**Routed metal per tile**

The bar under the picture is 100 µm long. 33 x 33 tiles, from white (low) to dark blue (high), scaled to the fullest tile. Values are wire area over tile area, all layers added.
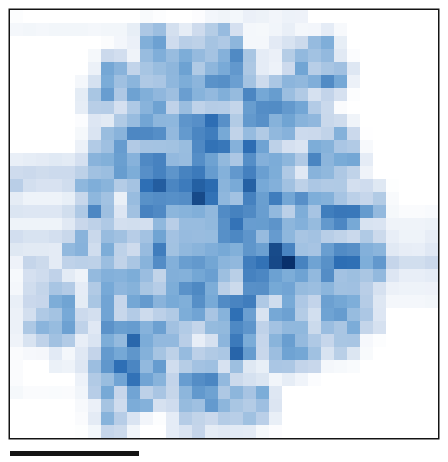
**Met3 routing**

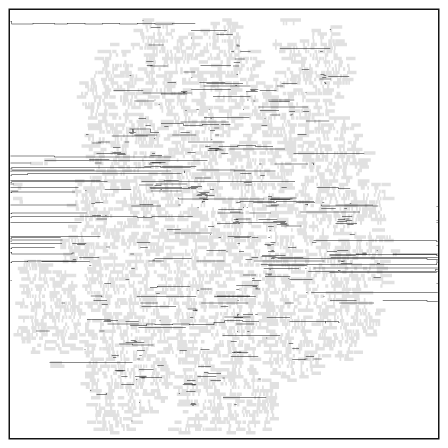
==> config.mk <==
export PLATFORM = sky130hd
export DESIGN_NAME = whack_game_ctrl
export DESIGN_NICKNAME = d
export VERILOG_FILES = /design/src/rtl/whack_game_ctrl.sv
export SDC_FILE = /design/constraint.sdc
export NUM_CORES = 2
export LEC_CHECK = 0
export ABC_AREA = 1
export CAP_MARGIN = 15
export CORE_MARGIN = 2
export CORE_UTILIZATION = 30
export DETAILED_ROUTE_END_ITERATION = 16
export DONT_BUFFER_PORTS = 1
export GPL_ROUTABILITY_DRIVEN = 0
export PLACE_DENSITY = 0.55
export SLEW_MARGIN = 15
export SYNTH_ARGS = -nofsm -noshare
export SYNTH_HDL_FRONTEND = slang
export SYNTH_SLANG_ARGS = --single-unit
export TNS_END_PERCENT = 10
==> constraint.sdc <==
create_clock -name CLOCK_50 -period 7.5 [get_ports CLOCK_50]
set_input_delay 1.5 -clock CLOCK_50 [delete_from_list [all_inputs] [get_ports CLOCK_50]]
set_output_delay 1.5 -clock CLOCK_50 [all_outputs]
set_load 0.005 [all_outputs]
==> flow_summary.html <==
<h3>Flow metrics</h3>
<table>
<tr><th>Metric</th><th>Value</th></tr>
<tr><th colspan="2">Logic synthesis</th></tr>
<tr><td>Share of flip-flops with an asynchronous set or reset after synthesis</td><td>0%</td></tr>
<tr><td>Sequential element share of the synthesized area</td><td>~29%</td></tr>
<tr><td>Number of synthesized register bits</td><td>469</td></tr>
<tr><td>Post-synth area from yosys stat</td><td>about 32000 µm²</td></tr>
<tr><td>Top cell types by occurrence after synthesis</td><td>1132 x nand2_1, 740 x nor2_1, 493 x inv_1</td></tr>
<tr><td>Yosys synthesis warning count</td><td>0</td></tr>
<tr><td>XOR/XNOR Fraction of Synth Area</td><td>around 7.3%</td></tr>
<tr><th colspan="2">Pwr</th></tr>
<tr><td>P_seq</td><td>about 2900 µW</td></tr>
<tr><td>Net Sw Frac</td><td>~40%</td></tr>
<tr><td>IR drop worst, VDD</td><td>between 0.0004 and 0.0005 V</td></tr>
<tr><td>Power in the clock group</td><td>between 3000 and 4000 µW</td></tr>
<tr><td>Share of total power in sequential cells</td><td>about a quarter</td></tr>
<tr><td>Logic gate share of total power</td><td>~47%</td></tr>
<tr><td>Combinational power</td><td>about 5400 µW</td></tr>
<tr><td>Pwr per Cell Area</td><td>306 nW/µm²</td></tr>
<tr><td>Cell internal power dissipation</td><td>just under 7000 µW</td></tr>
<tr><th colspan="2">Finish</th></tr>
<tr><td>Proportion of layout cells with a drive suffix above 1</td><td>7.63%</td></tr>
<tr><td>Fillers</td><td>11.8k</td></tr>
<tr><td>Area growth from synthesis to layout</td><td>14.1%</td></tr>
<tr><th colspan="2">Critical path</th></tr>
<tr><td>Sum of buffers and inverters on the critical path</td><td>6</td></tr>
<tr><td>Launching element type of the critical path</td><td>flip-flop</td></tr>
<tr><td>Critical path depth in cells</td><td>31</td></tr>
<tr><td>Most repeated library cell on the critical path</td><td>fa_1</td></tr>
<tr><td>Path depth of the worst reg2reg path</td><td>31</td></tr>
<tr><td>Req. time, crit path</td><td>approximately 8100 ps</td></tr>
<tr><td>Capturing element type of the critical path</td><td>flip-flop</td></tr>
<tr><th colspan="2">Min path</th></tr>
<tr><td>Hold Crit Depth</td><td>1</td></tr>
<tr><th colspan="2">Clock network</th></tr>
<tr><td>Clock transition at the registers of the reported paths</td><td>~60 ps</td></tr>
<tr><td>Clock tree from TritonCTS</td><td>done</td></tr>
<tr><th colspan="2">Floorplanning</th></tr>
<tr><td>Chip Height</td><td>333 µm</td></tr>
<tr><td>Std-Cell Rows</td><td>about 120</td></tr>
<tr><th colspan="2">Outcome</th></tr>
<tr><td>Outcome</td><td>completed</td></tr>
<tr><th colspan="2">STA</th></tr>
<tr><td>Total count of max-transition violations in the final report</td><td>0</td></tr>
<tr><td>Pin slew with the least headroom to its limit</td><td>~1000 ps</td></tr>
<tr><td>Time the worst path needs with I/O delays and setup</td><td>7160 ps</td></tr>
<tr><th colspan="2">Global route</th></tr>
<tr><td>Total global routing track utilization</td><td>18.5%</td></tr>
<tr><td>Global-route wire length before repair</td><td>around 170000 µm</td></tr>
<tr><th colspan="2">Placement</th></tr>
<tr><td>Port Buffers</td><td>0</td></tr>
<tr><td>Detailed-placement wirelength estimate</td><td>about 76000 µm</td></tr>
<tr><th colspan="2">Drt</th></tr>
<tr><td>DR pass1 iterations</td><td>6</td></tr>
<tr><td>1st-iter DRT viols</td><td>2464</td></tr>
<tr><td>Remaining routing DRC violations</td><td>0</td></tr>
</table>
-- 'routed metal per tile' (at the start) --
18% of the tiles are over half the peak. 24% of the tiles are nearly empty. The fullest tile reaches 0.58. The emptiest ninth of the die: south-east. The densest ninth of the die: center.
detail-routed net length per standard cell: 16.1 µm
wire length reported by the detailed router: 105000 µm

-- 'met3 routing' (at the start) --
The longest straight run is 137 µm. 276 nets have wire on it. The layer holds 6.7% of the routed length. The layer carries 7000 µm of wire.
vias post-DR: 32.7k
met3 usage in global routing: 3.94%

==> per-stage QoR <==
step                      instances  area (µm²)  hold slack, ps
after CTS                      6548       36900             406
after global placement         6440       34800             395
after detailed placement       6440       34800             396
final                          6553       37000             403
after floorplan                5052       32500             388
after global routing           6552       37000             423
==> per-layer routing <==
layer / vias to the layer above / share of wire [%] / GRT usage, %
met1: 15100 / 47 / 25.4
met2: 777 / 43 / 29.0
li1: 16600 / - / -
met3: 152 / 6.7 / 3.94
met4: 0 / 2.8 / 5.50
met5: - / 0 / 0
==> cells in the final DEF, fill, tap and decap left out, types with 17 or more instances in the layout <==
master | Yosys | final
nor2_1 | 740 | 734
nor3b_1 | 18 | 18
ha_1 | 82 | 80
clkbuf_16 | 0 | 61
inv_2 | 24 | 21
nor3_1 | 185 | 184
xnor2_1 | 95 | 95
or2_2 | 21 | 21
nand2_1 | 1132 | 1131
nor4_1 | 45 | 45
o21ai_0 | 252 | 249
dfxtp_1 | 469 | 467
nand4_1 | 117 | 117
nand3_1 | 354 | 354
nand3_2 | 17 | 17
xor2_1 | 175 | 175
a21oi_1 | 458 | 456
buf_4 | 16 | 148
fa_1 | 44 | 42
inv_1 | 493 | 493
==> final cells by class <==
| type | count | area share, % |
|---|---|---|
| diodes | 1 | 0.00676 |
| clock buffers | 85 | 4.77 |
| clock inverters | 23 | 0.879 |
| inverters | 520 | 5.32 |
| multi-input cells | 3882 | 54.8 |
| flip-flops and latches | 469 | 25.4 |
| well taps | 1403 | 4.74 |
| repair buffers | 170 | 4.06 |
==> repair_timing <==
action,CTS,global route
resized,0,28
endpoints found under the setup margin,0,339
setup buffers,0,3
No activity file was given, so power comes from the tool's default toggle rates.
